## src/rtl/clk_div_gen_module.sv

```systemverilog
// Run-time programmable clock divider: divided clock, rising-edge tick strobe
// and a wrapping period counter. Divisor changes are deferred to a period boundary.
module clk_div_gen_module #(
    parameter int CNT_W       = 16,
    parameter int DIV_DEFAULT = 4,
    parameter int PER_W       = 8
) (
    input  logic             clk_in,
    input  logic             rst_n,
    input  logic             en,
    input  logic             phase_rst,
    input  logic [CNT_W-1:0] div_in,
    input  logic             div_load,
    output logic             div_pend,
    output logic [CNT_W-1:0] div_cur,
    output logic             clk_out,
    output logic             tick,
    output logic [PER_W-1:0] period_cnt
);

    localparam logic [CNT_W-1:0] DIV_RST = CNT_W'(DIV_DEFAULT);
    localparam logic [CNT_W-1:0] DIV_MIN = CNT_W'(2);
    localparam logic [CNT_W-1:0] ONE     = CNT_W'(1);

    logic [CNT_W-1:0] cnt;
    logic [CNT_W-1:0] div_act;
    logic [CNT_W-1:0] div_nxt;
    logic             pend;

    logic [CNT_W-1:0] half;
    logic [CNT_W-1:0] cnt_inc;
    logic [CNT_W-1:0] div_clamped;
    logic             wrap;
    logic             boundary;

    always_comb begin
        half        = div_act - (div_act >> 1);
        cnt_inc     = cnt + ONE;
        wrap        = en && (cnt == (div_act - ONE));
        boundary    = phase_rst || wrap;
        div_clamped = (div_in < DIV_MIN) ? DIV_MIN : div_in;
    end

    // A boundary always applies the previously pending divisor; a load in the
    // same cycle only refills the pending register for the following boundary.
    always_ff @(posedge clk_in) begin
        if (!rst_n) begin
            cnt        <= DIV_RST - ONE;
            div_act    <= DIV_RST;
            div_nxt    <= DIV_RST;
            pend       <= 1'b0;
            clk_out    <= 1'b0;
            tick       <= 1'b0;
            period_cnt <= '0;
        end else begin
            if (boundary) begin
                cnt        <= '0;
                clk_out    <= 1'b1;
                tick       <= 1'b1;
                period_cnt <= period_cnt + PER_W'(1);
                if (pend) begin
                    div_act <= div_nxt;
                end
            end else if (en) begin
                cnt     <= cnt_inc;
                clk_out <= (cnt_inc < half);
                tick    <= 1'b0;
            end else begin
                tick <= 1'b0;
            end

            if (div_load) begin
                div_nxt <= div_clamped;
                pend    <= 1'b1;
            end else if (boundary) begin
                pend <= 1'b0;
            end
        end
    end

    assign div_cur  = div_act;
    assign div_pend = pend;

endmodule
```

## config.mk

```make
export PLATFORM = sky130hd
export DESIGN_NAME = clk_div_gen_module
export DESIGN_NICKNAME = d
export VERILOG_FILES = /design/src/rtl/clk_div_gen_module.sv
export SDC_FILE = /design/constraint.sdc
export NUM_CORES = 1
export LEC_CHECK = 0
export CAP_MARGIN = 20
export CORE_MARGIN = 4
export CORE_UTILIZATION = 45
export DETAILED_ROUTE_END_ITERATION = 7
export PLACE_DENSITY = 0.67
export SLEW_MARGIN = 10
export SYNTH_ARGS = -nofsm -noshare
export SYNTH_HDL_FRONTEND = slang
export SYNTH_SLANG_ARGS = --single-unit
export TNS_END_PERCENT = 30
```

## constraint.sdc

```tcl
create_clock -name clk_in -period 3.62 [get_ports clk_in]
set_input_delay 0.543 -clock clk_in [delete_from_list [all_inputs] [get_ports clk_in]]
set_output_delay 0.543 -clock clk_in [all_outputs]
set_load 0.02 [all_outputs]
```

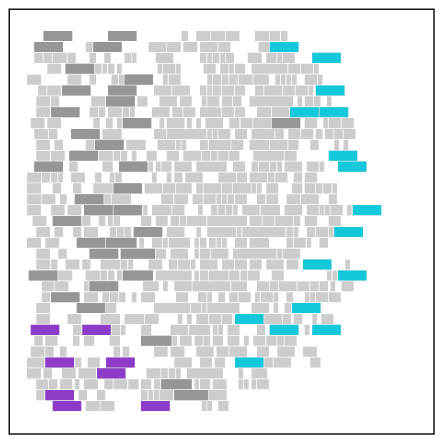
Fig. 1. Register map, names as in the netlist (run 1).
(4 px per µm) Other sequential cells in the stronger gray, the rest of the logic in the fainter gray.
- purple: `period_cnt` (sequential cells 8; where lower left)
- cyan: `cnt` (sequential cells 16)
- not colored: 35
register area: 1194 µm²
sequential power: 0.694 mW

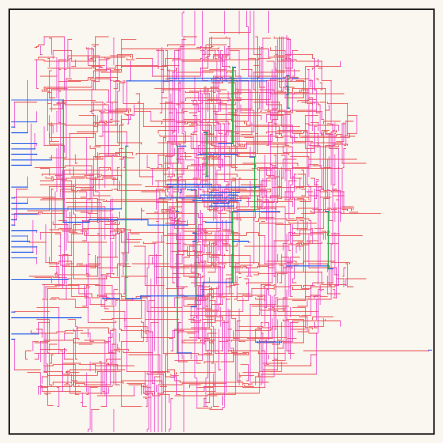
Fig. 2. Metal layers overlaid (run 1).
(4 px per µm)
- magenta: M2 (wire length 5410 µm)
- blue: M3 (wire length 469 µm)
- green: M4 (wire length 233 µm)
- red: M1 (wire length 4750 µm)
total vias in the final route: 3688
WL final: 10860 µm
GRT Util Overall: 19.35%
DR WL/cell: 15.56 µm

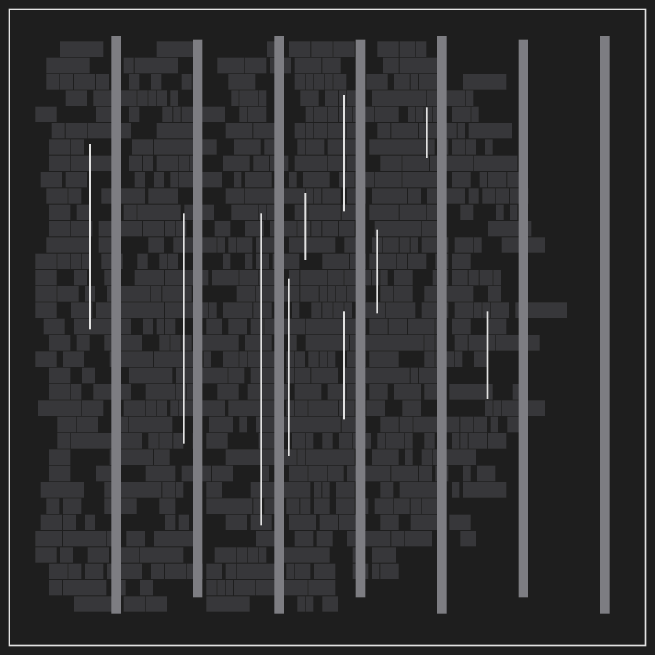
Fig. 3. The metal 4 layer (run 1).
(6 px per µm) Supply wires on this layer in gray. Cells faint in the background.
- main direction: vertical
- wire length on this layer: 233 µm

run 1: power by group:
group / switching [mW] / internal [mW]
Sequential: 0.0218 / 0.672
Clock: 0.277 / 0.491
Combinational: 0.255 / 0.267
run 1: cells by family (layout without fill, tap and decap cells):
family	after synthesis	count (layout)	share of synthesized area [%]
AOI/OAI and AO/OA	73	73	12.09
buffers and inverters	55	122	5.407
DFF	59	59	27.44
and+or+nand+nor	180	180	22.47
xor gates and xnor gates	70	70	14.42
adders and majority gates	49	49	14.42
muxes	16	16	3.750
run 1: state kept, by name, indices dropped and copies added, names as in the netlist:
signal / flops
div_pend: 1
period_cnt: 8
tick: 1
div_cur: 16
clk_out: 1
div_nxt: 16
cnt: 16
==> impl_metrics.env, run 1 <==
# source this file to load flow results
export IMPL_slowest_stage="dfxtp_2"
export IMPL_nClkBuffers=11
export IMPL_wl_met2_um=5409
export IMPL_netlist_top_cells_count="dfxtp_1, ha_1, nand2_1, xor2_1, xnor2_1"
export IMPL_critical_path_startpoint="div_cur[3]$_SDFFE_PN0P_"
export IMPL_grt_pass1_vias=3721
export IMPL_clkTransAtPathRegs_ps=70
export IMPL_post_cts_resized=20
export IMPL_warnings=42
export IMPL_r2r_end="clk_out$_SDFFE_PN0P_"
export IMPL_crit_required_ps=3890
export IMPL_layout_top_cell="dfxtp_1"
export IMPL_layout_top_cells="dfxtp_1, clkdlybuf4s50_1, nand2_1"
export IMPL_timing_fmax_ghz=0.2790
export IMPL_crit_path_end_kind="register"
export IMPL_detailedRoute_firstIterationViolations=235
export IMPL_logic_area_um2=3014
export IMPL_seq_share_pct=22.02
export IMPL_grt_overflow=0
export IMPL_dp_cells=667
export IMPL_drive_above_1_share_pct=15.47
export IMPL_cts_tree="built"
export IMPL_rows=35
export IMPL_setup_slack_ps=35.78
export IMPL_place_area_um2=4908
export IMPL_final_nets=635
export IMPL_dr_wl_met3_um=469
export IMPL_yosysMostFrequentCell="dfxtp_1"
export IMPL_antenna_left=0
export IMPL_slew_headroom_pct=34.99
export IMPL_cts_root_buf="clkbuf_8"
export IMPL_ys_area_um2=4304
export IMPL_insertion_delay_ps=340
export IMPL_hold_class="register to register"
export IMPL_fp_nets=572
export IMPL_cts_hold_buffers=0
export IMPL_fp_dieW_um=105.8
export IMPL_report_final_slew_viol_count=0
export IMPL_top_cell_area_share_pct=27.44
export IMPL_io_buffers=47
export IMPL_fp_dieH_um=105.8
export IMPL_status="finished clean"
export IMPL_use_met2_pct=34.06
export IMPL_met1_length_um=4750
export IMPL_r2r_start="div_cur[3]$_SDFFE_PN0P_"
export IMPL_hold_viol_final=0
export IMPL_grt_first_pass_wirelength_um=17710
export IMPL_syn_area_um2=4304
export IMPL_core_um2=9284
export IMPL_vias_per_cell=5.284
export IMPL_ff_count=59
export IMPL_n_antenna_cell=0
export IMPL_pre_cts_ws_ps=-139.4
export IMPL_cts_buffer_depth=2
export IMPL_fillCellCount=811
export IMPL_top_usage_layer="met2"
export IMPL_met1_usage_pct=24.20
export IMPL_cts_setup_buffers=13
export IMPL_n_all_buffers=75
export IMPL_ys_cells=502
export IMPL_crit_path_max_incr_delay_ps=400
export IMPL_drc_errors=0
export IMPL_synth_flops=59
export IMPL_syn_avg_cell_area_um2=8.574
export IMPL_fin_cells=698
export IMPL_h_tree_depth=3
export IMPL_crit_end="clk_out$_SDFFE_PN0P_"
export IMPL_cts_sinks=59
export IMPL_synthFlopType="dfxtp_1"
Fig. 4: run 1, cell area per tile
(4 px per µm) The die is cut into 11 by 11 equal tiles; white is low, dark blue is high, 0 to 100% covered.
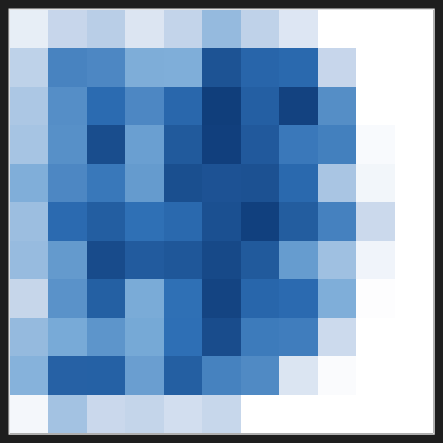

==> inputs of run 2 (changes only) <==
SETUP_SLACK_MARGIN = 0.4   (was default)
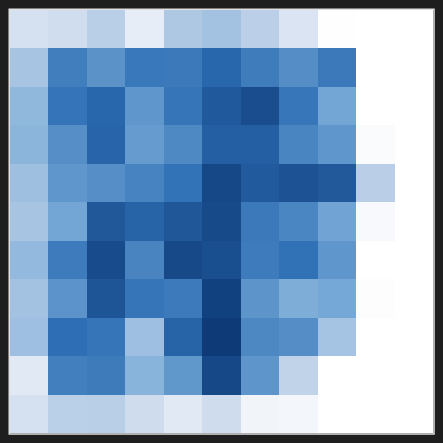
Fig. 5. Cell area per tile (run 2).
(4 px per µm) The die is cut into 11 by 11 equal tiles; white is low, dark blue is high, 0 to 100% covered.
- fullest tile: 96%
- nearly empty tiles: 18%
- tiles over 75% full: 19%
fin util: 57.88%
CORE AREA: 9284 µm²
fp_density: 46.36%

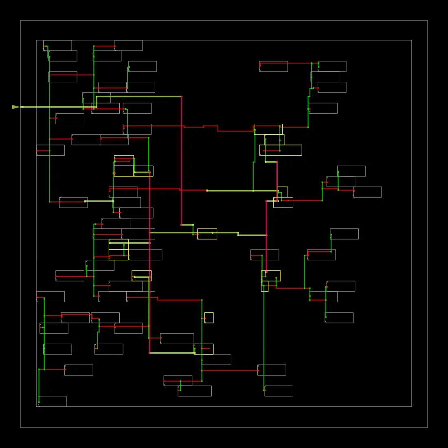
Fig. 6. Clock routing (run 2).
clock sink count: 59
Worst Clk Skew: 9.892 ps
total number of sequential cells: 59

==> run 2 against run 1 <==
  * Synthesized area unchanged
  * Synthesized cell count unchanged
  * Total power decreased by 9.4%
  * Cell count decreased by 1.0%
  * Clock power decreased by 18%
  * Sequential share of layout area increased by 0.40 points
  * Clock skew decreased by 0.72 ps
  * Worst hold slack improved by 3.8 ps
  * Die area unchanged
  * Global-route usage decreased by 0.29 points
  * Setup slack improved by 230 ps
  * First-iteration DRC count decreased by 11%
  * Critical path type unchanged
  * Largest power group is now sequential cells
==> impl_metrics.env, run 2 <==
# source this file to load flow results
export IMPL_timing_fmax_ghz=0.2978
export IMPL_ys_sh_adder_pct=14.42
export IMPL_use_met2_pct=31.60
export IMPL_vias_per_cell=5.200
export IMPL_wl_um=10170
export IMPL_met1_usage_pct=25.16
export IMPL_detailedRoute_firstIterationViolations=209
export IMPL_warnings=45
export IMPL_areaGrowthSynthToFinish_pct=24.85
export IMPL_pg_seq_mw=0.692
export IMPL_grt_first_pass_wirelength_um=17280
export IMPL_simple_gate_area_share_pct=22.47
export IMPL_grt_pass1_vias=3494
export IMPL_power_internal_mw=1.261
export IMPL_h_tree_depth=3
export IMPL_syn_avg_cell_area_um2=8.574
export IMPL_ys_cells=502
export IMPL_clkTransAtPathRegs_ps=70
export IMPL_slowest_stage="dfxtp_2"
export IMPL_status="finished clean"
export IMPL_crit_required_ps=3910
export IMPL_vias=3593
export IMPL_place_area_um2=4928
export IMPL_netlist_top_cells_count="dfxtp_1, ha_1, nand2_1, xor2_1, xnor2_1"
export IMPL_fp_dieH_um=105.8
export IMPL_mux_share_pct=3.750
export IMPL_path_cells="inv_2 > ha_4 > buf_4 > or2_4 > a221oi_4 > o221a_4 > o41ai_4 > o31ai_4 > a221oi_4 > nor4b_2 > a211o_1 > ha_4 > and3_4 > a221o_1 > a31oi_1 > o21a_1"
export IMPL_synthFlopType="dfxtp_1"
export IMPL_switching_share_pct=29.91
export IMPL_ys_sh_aoi_pct=12.09
export IMPL_p_seq_share_pct=38.4
export IMPL_n_antenna_cell=0
export IMPL_syn_area_um2=4304
export IMPL_xor_share_pct=14.42
export IMPL_cts_setup_buffers=12
export IMPL_fp_nets=572
export IMPL_cts_root_buf="clkbuf_8"
export IMPL_top_logic_kind="simple AND/OR/NAND/NOR gates"
export IMPL_layout_top_cells="dfxtp_1, clkdlybuf4s50_1, nand2_1"
export IMPL_cts_tree="built"
export IMPL_top_cell_area_share_pct=27.44
export IMPL_post_drt_wl_per_cell_um=14.72
export IMPL_rows=35
export IMPL_powerClk_mw=0.630
export IMPL_cts_hold_buffers=0
export IMPL_dr_wl_met3_um=442
export IMPL_setup_slack_ps=262.4
export IMPL_antenna_left=0
export IMPL_slew_headroom_pct=37.56
export IMPL_r2r_start="div_cur[0]$_SDFFE_PN0P_"
export IMPL_insertion_delay_ps=340
export IMPL_grt_usage_pct=19.05
export IMPL_grt_overflow=0
export IMPL_critical_path_startpoint="div_cur[0]$_SDFFE_PN0P_"
export IMPL_met1_length_um=4763
export IMPL_p_switching_mw=0.5380
export IMPL_clkPwrFrac_pct=35.0
export IMPL_final_nets=628
export IMPL_hold_viol_final=0
export IMPL_synth_flops=59
export IMPL_hold_class="register to register"
export IMPL_cts_buffer_depth=2
export IMPL_layout_top_cell="dfxtp_1"
export IMPL_post_cts_resized=27
export IMPL_drc_errors=0
export IMPL_wl_met2_um=4818
export IMPL_pre_cts_ws_ps=-4.140
export IMPL_drive_above_1_share_pct=16.19
export IMPL_crit_path_end_kind="register"
export IMPL_crit_end="clk_out$_SDFFE_PN0P_"
export IMPL_report_final_slew_viol_count=0
export IMPL_combinationalPowerShare_pct=26.5
export IMPL_yosysMostFrequentCell="dfxtp_1"
export IMPL_crit_path_max_incr_delay_ps=340
export IMPL_p_comb_mw=0.477
==> run 2: cell families (layout without fill, tap and decap cells) <==
kind of cell	Yosys count	in the layout
compound gates	73	73
xor+xnor	70	70
fa+ha+maj	49	49
buf+inv	55	115
flops	59	59
mux	16	16
simple gates	180	180
==> run 2: area by class of cell <==
type                       count  area (µm²)
clock buffer                  11       151.4
timing repair buffer          68       623.1
sequential                    59        1205
inverter                      32       127.6
multi-input combinational    388        3057
tap                          129       161.4
clock inverter                 4       48.80
fill                         864        3910
==> run 2: metrics by stage <==
step                setup TNS, ps  hold slack (ps)  cells
floorplan                       0            434.6    502
global placement                0            444.1    664
detailed placement         -4.140            458.6    664
CTS                             0            469.8    691
global route                    0            489.3    691
finish                          0            465.9    691
Fig. 7: run 2, metal layers overlaid
(4 px per µm)
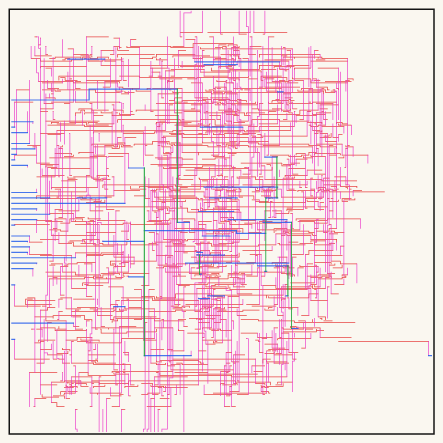

==> inputs of run 3 (changes only) <==
CAP_MARGIN = 40   (was 20)
CORE_ASPECT_RATIO = 1.75   (was default)
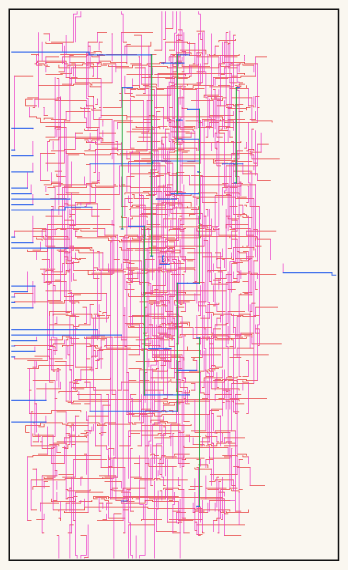
Fig. 8. Metal layers overlaid (run 3).
(4 px per µm)
total vias in the final route: 3645
DR WL/cell: 15.16 µm

==> run 3 against run 2 <==
  * Non-clock buffer count did not move
  * Worst hold slack worse by 7.4 ps
  * Highest routed layer unchanged
  * Largest power group is now the clock network
  * Clock-buffer cell count grew 1
  * Total power is 13% higher
  * Sequential share of layout area shrank 0.34 points
  * Fmax fell by 2.7%
  * Design area up 1.3%
  * Setup slack lost 93 ps
  * Register-to-register slack got worse by 90 ps
==> impl_metrics.env, run 3 <==
# source this file to load flow results
export IMPL_slew_headroom_pct=52.82
export IMPL_place_area_um2=4935
export IMPL_ys_cells=502
export IMPL_fp_dieH_um=137.4
export IMPL_ys_sh_adder_pct=14.42
export IMPL_nClkBuffers=12
export IMPL_syn_avg_cell_area_um2=8.574
export IMPL_vias_per_cell=5.321
export IMPL_slowest_stage="o41ai_4"
export IMPL_drive_above_1_share_pct=15.63
export IMPL_grt_usage_pct=19.63
export IMPL_hold_viol_final=0
export IMPL_h_tree_depth=3
export IMPL_fp_dieW_um=81.93
export IMPL_path_cells="inv_2 > ha_2 > or3_4 > o221a_4 > o41ai_4 > o31ai_4 > a221oi_4 > nor4b_2 > a211o_1 > ha_4 > and3_4 > a221o_1 > a31oi_1 > o21a_1"
export IMPL_detailedRoute_firstIterationViolations=118
export IMPL_ys_sh_aoi_pct=12.09
export IMPL_timing_fmax_ghz=0.2898
export IMPL_layout_top_cell="dfxtp_1"
export IMPL_setup_slack_ps=169.3
export IMPL_combinationalPowerShare_pct=23.7
export IMPL_top_cell_area_share_pct=27.44
export IMPL_top_logic_kind="simple AND/OR/NAND/NOR gates"
export IMPL_status="finished clean"
export IMPL_wl_um=10380
export IMPL_final_nets=628
export IMPL_synthFlopType="dfxtp_1"
export IMPL_cts_tree="built"
export IMPL_seq_share_pct=22.08
export IMPL_grt_pass1_vias=3623
export IMPL_areaGrowthSynthToFinish_pct=26.51
export IMPL_synth_flops=59
export IMPL_ff_count=59
export IMPL_pg_seq_mw=0.693
export IMPL_xor_share_pct=14.42
export IMPL_p_seq_share_pct=34.1
export IMPL_cts_sinks=59
export IMPL_powerClk_mw=0.856
export IMPL_netlist_top_cells_count="dfxtp_1, ha_1, nand2_1, xor2_1, xnor2_1"
export IMPL_pre_cts_ws_ps=-119.4
export IMPL_n_antenna_cell=0
export IMPL_syn_area_um2=4304
export IMPL_logic_gates=388
export IMPL_hold_class="register to register"
export IMPL_p_comb_mw=0.482
export IMPL_mux_share_pct=3.750
export IMPL_area_sequential_um2=1202
export IMPL_fillCellCount=863
export IMPL_use_met2_pct=35.28
export IMPL_crit_required_ps=3890
export IMPL_report_final_slew_viol_count=0
export IMPL_clkPwrFrac_pct=42.1
export IMPL_crit_path_end_kind="register"
export IMPL_n_all_buffers=68
export IMPL_drc_errors=0
export IMPL_rows=47
export IMPL_cts_setup_buffers=8
export IMPL_p_switching_mw=0.5647
export IMPL_logic_area_um2=3039
export IMPL_dominant_cells="multi-input combinational cells"
export IMPL_clock_skew_ps=5.773
export IMPL_fin_setup_tns_ps=0
export IMPL_met1_usage_pct=21.13
export IMPL_insertion_delay_ps=330
export IMPL_bufAreaShareNonClock_pct=11.58
export IMPL_io_buffers=47
export IMPL_power_group_top="the clock network"
export IMPL_crit_path_max_incr_delay_ps=390
export IMPL_wl_met2_um=5650
export IMPL_met1_length_um=4071
export IMPL_switching_share_pct=27.81
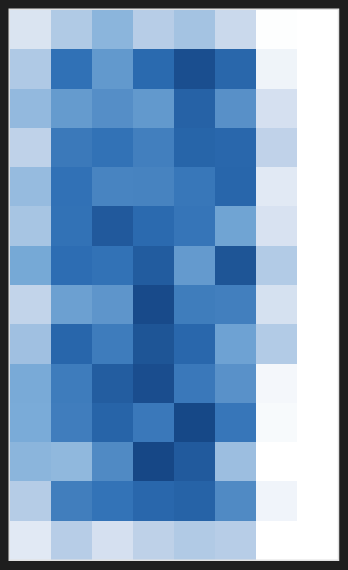
Fig. 9. Cell area per tile (run 3).
(4 px per µm) The die is cut into 8 by 14 equal tiles; white is low, dark blue is high, 0 to 100% covered.
- nearly empty tiles: 15%
- tiles over 75% full: 21%
- fullest tile: 91%
fin util: 57.87%
fp_density: 45.74%
CORE AREA: 9409 µm²

run 3: tightest hold or removal path: stages (launching register included):
cell and delay [ps]:
dfxtp_1 310, nand2_1 60, o21ai_1 50
run 3: path summary, 6_finish.rpt:
check | from | end | slack [ps] | depth (start not counted)
worst min-delay path | period_cnt[7]$_SDFFE_PN0P_ | period_cnt[7]$_SDFFE_PN0P_ | 460 | 2
worst max-delay path | div_cur[6]$_SDFFE_PN0P_ | clk_out$_SDFFE_PN0P_ | 170 | 14
worst max register to register | div_cur[6]$_SDFFE_PN0P_ | clk_out$_SDFFE_PN0P_ | 170 | 14
worst min register to register | period_cnt[7]$_SDFFE_PN0P_ | period_cnt[7]$_SDFFE_PN0P_ | 460 | 2
Power and IR drop assume default switching activity.
